`config.mk`:
```
export PLATFORM = sky130hd
export DESIGN_NAME = match_scoreboard_flat
export DESIGN_NICKNAME = d
export VERILOG_FILES = /design/src/rtl/match_scoreboard_pkg.sv /design/src/rtl/match_scoreboard_if.sv /design/src/rtl/match_scoreboard_seven_seg_mux.sv /design/src/rtl/match_scoreboard.sv /design/src/flat_wrapper.sv
export SDC_FILE = /design/constraint.sdc
export NUM_CORES = 1
export LEC_CHECK = 0
export ABC_CLOCK_PERIOD_IN_PS = 4000
export CORE_MARGIN = 2
export CORE_UTILIZATION = 56
export CTS_BUF_LIST = sky130_fd_sc_hd__clkbuf_4 sky130_fd_sc_hd__clkbuf_8 sky130_fd_sc_hd__clkbuf_16
export DETAILED_ROUTE_END_ITERATION = 6
export GPL_TIMING_DRIVEN = 0
export PLACE_DENSITY_LB_ADDON = 0.12
export SLEW_MARGIN = 20
export SYNTH_ARGS = -nofsm -noshare
export SYNTH_HDL_FRONTEND = slang
export SYNTH_HIERARCHICAL = 1
export SYNTH_SLANG_ARGS = --single-unit
```
`constraint.sdc`:
```
create_clock -name clk -period 4 [get_ports clk]
set_clock_uncertainty 0.1 [all_clocks]
set_input_delay 0.8 -clock clk [delete_from_list [all_inputs] [get_ports clk]]
set_output_delay 0.8 -clock clk [all_outputs]
set_load 0.05 [all_outputs]
```
`src/rtl/match_scoreboard_pkg.sv`:
```
`default_nettype none
// ============================================================================
// Module      : match_scoreboard_pkg
// Description : Shared constants, state enum and segment decoder for the
//               match scoreboard.
// Revision    : 1.0 - initial release
// ============================================================================
package match_scoreboard_pkg;

    // Winner encodings
    localparam logic [1:0] WIN_NONE = 2'b00;
    localparam logic [1:0] WIN_T1   = 2'b01;
    localparam logic [1:0] WIN_T2   = 2'b10;
    localparam logic [1:0] WIN_DRAW = 2'b11;

    // Match state
    typedef enum logic [0:0] {
        ST_PLAYING = 1'b0,
        ST_FINAL   = 1'b1
    } state_t;

    // Seven-segment patterns, gfedcba, active-low
    localparam logic [6:0] SEG_BLANK = 7'h7F;
    localparam logic [6:0] SEG_DASH  = 7'h3F;
    localparam logic [6:0] SEG_D     = 7'h21;

    // 5-bit digit codes: 0..9 are numeric, the rest are symbols
    localparam logic [4:0] CODE_BLANK = 5'd16;
    localparam logic [4:0] CODE_DASH  = 5'd17;
    localparam logic [4:0] CODE_D     = 5'd18;

    // Digit positions, 7 is leftmost
    localparam logic [2:0] DIG_T1_TENS  = 3'd7;
    localparam logic [2:0] DIG_T1_ONES  = 3'd6;
    localparam logic [2:0] DIG_MID      = 3'd5;
    localparam logic [2:0] DIG_MINUTES  = 3'd4;
    localparam logic [2:0] DIG_SEC_TENS = 3'd3;
    localparam logic [2:0] DIG_SEC_ONES = 3'd2;
    localparam logic [2:0] DIG_T2_TENS  = 3'd1;
    localparam logic [2:0] DIG_T2_ONES  = 3'd0;

    // Map a digit code to its active-low segment pattern
    function automatic logic [6:0] seg_decode(input logic [4:0] code);
        logic [6:0] s;
        s = SEG_BLANK;
        case (code)
            5'd0:      s = 7'h40;
            5'd1:      s = 7'h79;
            5'd2:      s = 7'h24;
            5'd3:      s = 7'h30;
            5'd4:      s = 7'h19;
            5'd5:      s = 7'h12;
            5'd6:      s = 7'h02;
            5'd7:      s = 7'h78;
            5'd8:      s = 7'h00;
            5'd9:      s = 7'h10;
            CODE_DASH: s = SEG_DASH;
            CODE_D:    s = SEG_D;
            default:   s = SEG_BLANK;
        endcase
        return s;
    endfunction

endpackage
`default_nettype wire

```
`src/rtl/match_scoreboard_if.sv`:
```
`default_nettype none
// ============================================================================
// Module      : match_scoreboard_if
// Description : Game-controller inputs and display/result outputs of the
//               match scoreboard.
// Revision    : 1.0 - initial release
// ============================================================================
interface match_scoreboard_if;
    logic       team1_score;
    logic       team2_score;
    logic [7:0] time_left;
    logic       game_over;
    logic [6:0] team1_goals;
    logic [6:0] team2_goals;
    logic [1:0] winner;
    logic [6:0] seg;
    logic [7:0] an;

    // Game controller / test side
    modport master (
        output team1_score, team2_score, time_left, game_over,
        input  team1_goals, team2_goals, winner, seg, an
    );

    // Scoreboard side
    modport slave (
        input  team1_score, team2_score, time_left, game_over,
        output team1_goals, team2_goals, winner, seg, an
    );
endinterface
`default_nettype wire

```
`src/rtl/match_scoreboard_seven_seg_mux.sv`:
```
`default_nettype none
// ============================================================================
// Module      : seven_seg_mux
// Description : 8-digit multiplexed seven-segment driver. Steps the active
//               digit from 7 down to 0 every REFRESH_DIV cycles and registers
//               the segment pattern together with the digit enable.
// Revision    : 1.0 - initial release
// ============================================================================
module seven_seg_mux
    import match_scoreboard_pkg::*;
#(
    parameter int REFRESH_DIV = 50000
) (
    input  logic            clk,
    input  logic            reset,
    input  logic [7:0][4:0] i_digits,
    output logic [6:0]      o_seg,
    output logic [7:0]      o_an
);

    localparam int            CW     = (REFRESH_DIV > 1) ? $clog2(REFRESH_DIV) : 1;
    localparam logic [CW-1:0] c_term = CW'(REFRESH_DIV - 1);

    logic [CW-1:0] r_cnt;
    logic [2:0]    r_idx;
    logic [6:0]    r_seg;
    logic [7:0]    r_an;

    // Refresh counter, digit index and the seg/an pair registered together
    always_ff @(posedge clk) begin
        if (reset) begin
            r_cnt <= '0;
            r_idx <= 3'd7;
            r_seg <= SEG_BLANK;
            r_an  <= 8'hFF;
        end else begin
            if (r_cnt == c_term) begin
                r_cnt <= '0;
                r_idx <= r_idx - 3'd1;  // 0 wraps back to 7
            end else begin
                r_cnt <= r_cnt + CW'(1);
            end
            r_seg <= seg_decode(i_digits[r_idx]);
            r_an  <= ~(8'd1 << r_idx);
        end
    end

    assign o_seg = r_seg;
    assign o_an  = r_an;

endmodule
`default_nettype wire

```
`src/rtl/match_scoreboard.sv`:
```
`default_nettype none
// ============================================================================
// Module      : match_scoreboard
// Description : Counts goals per team from score edges, converts time_left to
//               m:ss, latches the final result at game over and drives an
//               8-digit multiplexed seven-segment display.
// Revision    : 1.0 - initial release
// ============================================================================
module match_scoreboard
    import match_scoreboard_pkg::*;
#(
    parameter int MAX_GOALS   = 99,
    parameter int REFRESH_DIV = 50000
) (
    input  logic               clk,
    input  logic               reset,
    match_scoreboard_if.slave  bus
);

    localparam logic [6:0] c_max = 7'(MAX_GOALS);

    // Index 0 is team 1, index 1 is team 2
    logic [1:0] w_score;
    logic [1:0] w_edge;
    logic [1:0] r_prev;
    logic [6:0] r_bin  [2];
    logic [3:0] r_tens [2];
    logic [3:0] r_ones [2];

    state_t     r_state;
    state_t     w_state_nxt;
    logic       w_count_en;
    logic       w_latch_win;
    logic [1:0] w_win_calc;
    logic [1:0] r_winner;

    logic [2:0] w_min;
    logic [5:0] w_sec;
    logic [3:0] w_sec_tens;
    logic [3:0] w_sec_ones;
    logic [2:0] r_min;
    logic [3:0] r_sec_tens;
    logic [3:0] r_sec_ones;

    logic [4:0] w_mid;
    logic [7:0][4:0] w_digits;

    assign w_score = {bus.team2_score, bus.team1_score};
    assign w_edge  = w_score & ~r_prev;

    // Edge registers and saturating binary/BCD goal counters in lockstep
    always_ff @(posedge clk) begin
        if (reset) begin
            r_prev <= 2'b00;
            for (int t = 0; t < 2; t++) begin
                r_bin[t]  <= 7'd0;
                r_tens[t] <= 4'd0;
                r_ones[t] <= 4'd0;
            end
        end else begin
            r_prev <= w_score;
            for (int t = 0; t < 2; t++) begin
                if (w_count_en && w_edge[t] && (r_bin[t] < c_max)) begin
                    r_bin[t] <= r_bin[t] + 7'd1;
                    if (r_ones[t] == 4'd9) begin
                        r_ones[t] <= 4'd0;
                        r_tens[t] <= r_tens[t] + 4'd1;
                    end else begin
                        r_ones[t] <= r_ones[t] + 4'd1;
                    end
                end
            end
        end
    end

    // Match state register
    always_ff @(posedge clk) begin
        if (reset) begin
            r_state <= ST_PLAYING;
        end else begin
            r_state <= w_state_nxt;
        end
    end

    // Next state; a goal arriving with game_over is not counted
    always_comb begin
        w_state_nxt = r_state;
        w_count_en  = 1'b0;
        w_latch_win = 1'b0;
        case (r_state)
            ST_PLAYING: begin
                if (bus.game_over) begin
                    w_state_nxt = ST_FINAL;
                    w_latch_win = 1'b1;
                end else begin
                    w_count_en = 1'b1;
                end
            end
            ST_FINAL: begin
                w_state_nxt = ST_FINAL;
            end
            default: begin
                w_state_nxt = ST_PLAYING;
            end
        endcase
    end

    // Result from the counts as they stand before any same-cycle goal
    always_comb begin
        w_win_calc = WIN_DRAW;
        if (r_bin[0] > r_bin[1]) begin
            w_win_calc = WIN_T1;
        end else if (r_bin[1] > r_bin[0]) begin
            w_win_calc = WIN_T2;
        end
    end

    // Winner is frozen on entry to FINAL
    always_ff @(posedge clk) begin
        if (reset) begin
            r_winner <= WIN_NONE;
        end else if (w_latch_win) begin
            r_winner <= w_win_calc;
        end
    end

    // Minutes by compare/subtract against 240/180/120/60
    always_comb begin
        w_min = 3'd0;
        w_sec = 6'd0;
        if (bus.time_left >= 8'd240) begin
            w_min = 3'd4;
            w_sec = 6'(bus.time_left - 8'd240);
        end else if (bus.time_left >= 8'd180) begin
            w_min = 3'd3;
            w_sec = 6'(bus.time_left - 8'd180);
        end else if (bus.time_left >= 8'd120) begin
            w_min = 3'd2;
            w_sec = 6'(bus.time_left - 8'd120);
        end else if (bus.time_left >= 8'd60) begin
            w_min = 3'd1;
            w_sec = 6'(bus.time_left - 8'd60);
        end else begin
            w_sec = bus.time_left[5:0];
        end
    end

    // Seconds tens/ones by compare/subtract against 50..10
    always_comb begin
        w_sec_tens = 4'd0;
        w_sec_ones = 4'd0;
        if (w_sec >= 6'd50) begin
            w_sec_tens = 4'd5;
            w_sec_ones = 4'(w_sec - 6'd50);
        end else if (w_sec >= 6'd40) begin
            w_sec_tens = 4'd4;
            w_sec_ones = 4'(w_sec - 6'd40);
        end else if (w_sec >= 6'd30) begin
            w_sec_tens = 4'd3;
            w_sec_ones = 4'(w_sec - 6'd30);
        end else if (w_sec >= 6'd20) begin
            w_sec_tens = 4'd2;
            w_sec_ones = 4'(w_sec - 6'd20);
        end else if (w_sec >= 6'd10) begin
            w_sec_tens = 4'd1;
            w_sec_ones = 4'(w_sec - 6'd10);
        end else begin
            w_sec_ones = w_sec[3:0];
        end
    end

    // Registered time digits
    always_ff @(posedge clk) begin
        if (reset) begin
            r_min      <= 3'd0;
            r_sec_tens <= 4'd0;
            r_sec_ones <= 4'd0;
        end else begin
            r_min      <= w_min;
            r_sec_tens <= w_sec_tens;
            r_sec_ones <= w_sec_ones;
        end
    end

    // Middle digit: dash while playing, result symbol once final
    always_comb begin
        w_mid = CODE_DASH;
        if (r_state == ST_FINAL) begin
            case (r_winner)
                WIN_T1:   w_mid = 5'd1;
                WIN_T2:   w_mid = 5'd2;
                WIN_DRAW: w_mid = CODE_D;
                default:  w_mid = CODE_DASH;
            endcase
        end
    end

    // Digit map with leading-zero blanking on the goal tens digits
    always_comb begin
        w_digits               = '0;
        w_digits[DIG_T1_TENS]  = (r_tens[0] == 4'd0) ? CODE_BLANK : {1'b0, r_tens[0]};
        w_digits[DIG_T1_ONES]  = {1'b0, r_ones[0]};
        w_digits[DIG_MID]      = w_mid;
        w_digits[DIG_MINUTES]  = {2'b00, r_min};
        w_digits[DIG_SEC_TENS] = {1'b0, r_sec_tens};
        w_digits[DIG_SEC_ONES] = {1'b0, r_sec_ones};
        w_digits[DIG_T2_TENS]  = (r_tens[1] == 4'd0) ? CODE_BLANK : {1'b0, r_tens[1]};
        w_digits[DIG_T2_ONES]  = {1'b0, r_ones[1]};
    end

    seven_seg_mux #(
        .REFRESH_DIV (REFRESH_DIV)
    ) u_mux (
        .clk      (clk),
        .reset    (reset),
        .i_digits (w_digits),
        .o_seg    (bus.seg),
        .o_an     (bus.an)
    );

    assign bus.team1_goals = r_bin[0];
    assign bus.team2_goals = r_bin[1];
    assign bus.winner      = r_winner;

endmodule
`default_nettype wire
```
`src/flat_wrapper.sv`:
```
// flat-port wrapper written by rule: the top's interface ports become plain ports
module match_scoreboard_flat import match_scoreboard_pkg::*;
#(
    parameter int MAX_GOALS   = 99,
    parameter int REFRESH_DIV = 50000
)
  (clk, reset, bus_team1_score, bus_team2_score, bus_time_left, bus_game_over, bus_team1_goals, bus_team2_goals, bus_winner, bus_seg, bus_an);
  match_scoreboard_if bus_i ();
  input  logic clk;
  input  logic reset;
  input wire logic [$bits(bus_i.team1_score)-1:0] bus_team1_score;
  input wire logic [$bits(bus_i.team2_score)-1:0] bus_team2_score;
  input wire logic [$bits(bus_i.time_left)-1:0] bus_time_left;
  input wire logic [$bits(bus_i.game_over)-1:0] bus_game_over;
  output wire logic [$bits(bus_i.team1_goals)-1:0] bus_team1_goals;
  output wire logic [$bits(bus_i.team2_goals)-1:0] bus_team2_goals;
  output wire logic [$bits(bus_i.winner)-1:0] bus_winner;
  output wire logic [$bits(bus_i.seg)-1:0] bus_seg;
  output wire logic [$bits(bus_i.an)-1:0] bus_an;
  assign bus_i.team1_score = bus_team1_score;
  assign bus_i.team2_score = bus_team2_score;
  assign bus_i.time_left = bus_time_left;
  assign bus_i.game_over = bus_game_over;
  assign bus_team1_goals = bus_i.team1_goals;
  assign bus_team2_goals = bus_i.team2_goals;
  assign bus_winner = bus_i.winner;
  assign bus_seg = bus_i.seg;
  assign bus_an = bus_i.an;
  match_scoreboard #(.MAX_GOALS(MAX_GOALS), .REFRESH_DIV(REFRESH_DIV)) u_core (.clk(clk), .reset(reset), .bus(bus_i));
endmodule
```
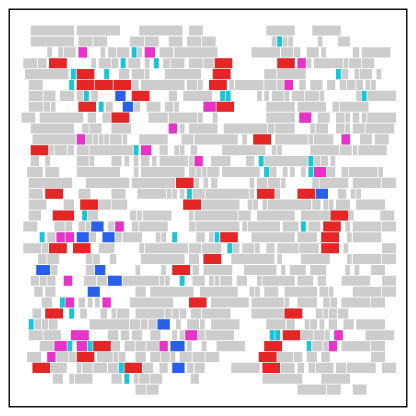
Figure 1: gate families picked out.
Drawn at 4 px/µm.
[inv cells] cyan | cells: 36 | where: widely spread
[non-inverting ao/oa cells] blue | cells: 13
[and/or cells] magenta | cells: 26 | where: widely spread
[fa/ha/maj cells] red | cells: 42 | where: widely spread

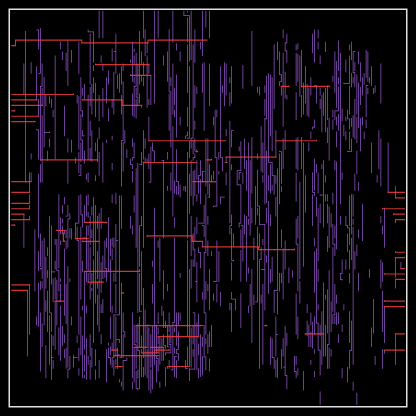
Figure 2: metal layers overlaid.
Drawn at 4 px/µm. Two of the layers only.
[M3] red | wire length: 434 µm
[M2] purple | wire length: 5320 µm

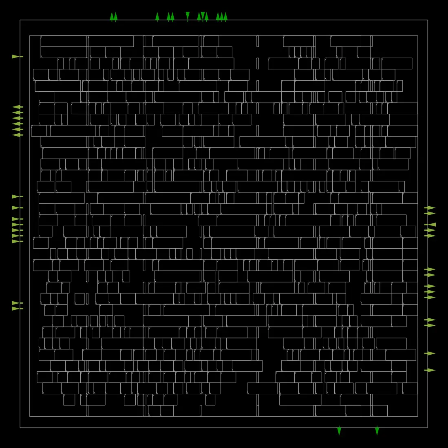
Figure 3: cell outlines without signal wires.
total core area: 0.008721 mm²
sequential cell area share: 31.70%
post-layout util: 68.06%
number of standard cells in the layout, taps in and fillers out: 709

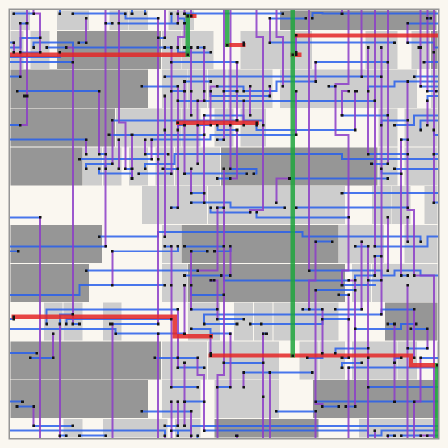
Figure 4: zoomed window.
Window x 34 to 64, y 34 to 64 µm. Cells in grey, sequential cells in the stronger grey; small squares are vias.
[M3] red
[M1] blue
[M2] purple
[M4] green
most frequent: nor2_1 (15), edfxtp_1 (9), ha_1 (6)
sequential cells in the window: 14
cells with their middle in the window: 72
netlist names of flops here include: u_core/r_ones (5), u_core/r_tens (4), u_core/r_min (3)

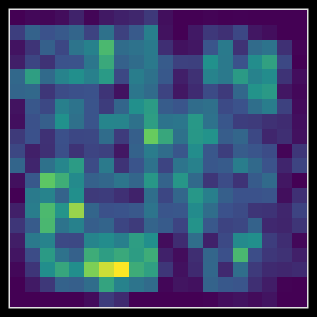
Figure 5: wiring heat map.
Drawn at 3 px/µm. The die is cut into 20 by 20 equal tiles; dark purple is low, yellow is high, scaled to the fullest tile. Values are wire area over tile area, all layers added.
mean over tiles: 0.17
tiles over half the peak: 11%
emptiest ninth of the die: south-east

==> report_table.html <==
<p>Metrics extracted from the flow reports.</p>
<table>
<tr><th>Metric</th><th>Value</th></tr>
<tr><th colspan="2">Detailed routing</th></tr>
<tr><td>Met2 wire length</td><td>5323 µm</td></tr>
<tr><td>Met3 WL post-DR</td><td>434 µm</td></tr>
<tr><td>Post-route met1 wirelength</td><td>4719 µm</td></tr>
<tr><td>Remaining antenna violation count after routing</td><td>0</td></tr>
<tr><td>DR WL/cell</td><td>14.94 µm</td></tr>
<tr><td>Iteration tally of the first detailed-router pass</td><td>6</td></tr>
<tr><th colspan="2">Pwr</th></tr>
<tr><td>Combinational group share of total power</td><td>22.3%</td></tr>
<tr><td>Cell leakage power</td><td>2.436 nW</td></tr>
<tr><td>Dominant power group</td><td>sequential cells</td></tr>
<tr><td>Power share of the clock group</td><td>31.4%</td></tr>
<tr><td>Power consumed by the clock network</td><td>0.617 mW</td></tr>
<tr><td>Post-layout total power</td><td>1.966 mW</td></tr>
<tr><td>Power of the sequential group</td><td>0.911 mW</td></tr>
<tr><td>Switching power as a share of total power</td><td>29.42%</td></tr>
<tr><th colspan="2">Synthesis</th></tr>
<tr><td>Mux cell area share after synthesis</td><td>7.900%</td></tr>
<tr><td>Share of async-settable or async-resettable flops after synthesis</td><td>0%</td></tr>
<tr><td>Number of warning messages in the yosys log</td><td>6</td></tr>
<tr><td>Sequential fraction of the synthesis area</td><td>37.25%</td></tr>
<tr><td>Combinational family with the most area after synthesis</td><td>simple AND/OR/NAND/NOR gates</td></tr>
<tr><td>Number of synthesized register bits</td><td>79</td></tr>
<tr><td># Cells Yosys</td><td>528</td></tr>
<tr><td>Count of unique library cells instantiated by Yosys</td><td>71</td></tr>
<tr><td>Top cells by area in the synthesized netlist</td><td>dfxtp_1 19%, edfxtp_1 18%, ha_1 10%</td></tr>
<tr><td>Cell area after synthesis</td><td>0.005052 mm²</td></tr>
<tr><td>Number of enable-type register cells in the synthesized netlist</td><td>30</td></tr>
<tr><th colspan="2">Clock network</th></tr>
<tr><td>H-tree levels</td><td>3</td></tr>
<tr><td>Number of buffers between clock root and the deepest sink</td><td>2</td></tr>
<tr><td>Total clock buffers created by CTS</td><td>9</td></tr>
<tr><td>CTS tree</td><td>built</td></tr>
<tr><td>Sinks on Clock Net</td><td>79</td></tr>
<tr><td>Number of buffers inserted by post-CTS setup repair</td><td>0</td></tr>
<tr><th colspan="2">Final timing</th></tr>
<tr><td>Post-route setup slack</td><td>179.4 ps</td></tr>
<tr><td>Fmax</td><td>0.2617 GHz</td></tr>
<tr><td>RSZ-0062 raised after global routing</td><td>false</td></tr>
<tr><td>Final hold violations</td><td>0</td></tr>
<tr><td>Hold Slack</td><td>348.0 ps</td></tr>
<tr><th colspan="2">GRT</th></tr>
<tr><td>Global router's overall resource usage</td><td>21.83%</td></tr>
<tr><td>Largest net degree at the start of global routing</td><td>15</td></tr>
<tr><td>M1 GR Usage</td><td>27.63%</td></tr>
<tr><td>Vias in the first global route</td><td>3784</td></tr>
<tr><td>Most used routing layer</td><td>met2</td></tr>
<tr><td>Met3 Track Usage GR</td><td>5.177%</td></tr>
<tr><th colspan="2">Final layout</th></tr>
<tr><td>Summed area of non-filler cells in the final layout</td><td>0.005936 mm²</td></tr>
<tr><td>Multi-input gate share of the layout cell area</td><td>49.87%</td></tr>
<tr><td>Sequential cell count of the final layout</td><td>79</td></tr>
<tr><td>Most frequent cells in the layout</td><td>71 x nor2_1, 49 x dfxtp_1, 41 x ha_1</td></tr>
<tr><td>NumNets Final</td><td>651</td></tr>
<tr><td>Share of layout cells above drive strength 1</td><td>10.98%</td></tr>
<tr><td>Antenna cells</td><td>0</td></tr>
<tr><td>Total area of multi-input combinational cells</td><td>0.002960 mm²</td></tr>
<tr><td>Clkbuf count</td><td>13</td></tr>
<tr><th colspan="2">Run</th></tr>
<tr><td>Number of warnings the tools reported</td><td>46</td></tr>
<tr><th colspan="2">Worst hold path</th></tr>
<tr><td>Depth of the worst hold-timing path</td><td>1</td></tr>
<tr><td>End point of the most critical hold path</td><td>u_core/u_mux/r_cnt[0]$_SDFF_PP0_</td></tr>
<tr><td>Type of the most critical hold path</td><td>reg -&gt; reg</td></tr>
<tr><td>Worst hold start</td><td>u_core/u_mux/r_cnt[0]$_SDFF_PP0_</td></tr>
<tr><th colspan="2">Critical path</th></tr>
<tr><td>Worst-path cell with the longest stage delay</td><td>clkdlybuf4s50_1</td></tr>
<tr><td>Data arrival at the endpoint of the critical path</td><td>3980 ps</td></tr>
<tr><td>CP startpoint kind</td><td>input pin</td></tr>
<tr><td>Path depth of the worst reg2reg path</td><td>9</td></tr>
<tr><td>Path length in cells of the critical path</td><td>15</td></tr>
<tr><td>Worst R2R End</td><td>u_core/u_mux/o_seg[3]$_SDFF_PP1_</td></tr>
<tr><td>Buffering stage count on the worst path with inverters included</td><td>4</td></tr>
<tr><td>Worst setup path class</td><td>in -&gt; reg</td></tr>
<tr><th colspan="2">Floorplanning</th></tr>
<tr><td>Chip Height</td><td>98.99 µm</td></tr>
<tr><td>TAP cells</td><td>108</td></tr>
<tr><th colspan="2">Run status</th></tr>
<tr><td>Outcome</td><td>complete, no violations</td></tr>
</table>
Power and IR drop assume default switching activity.
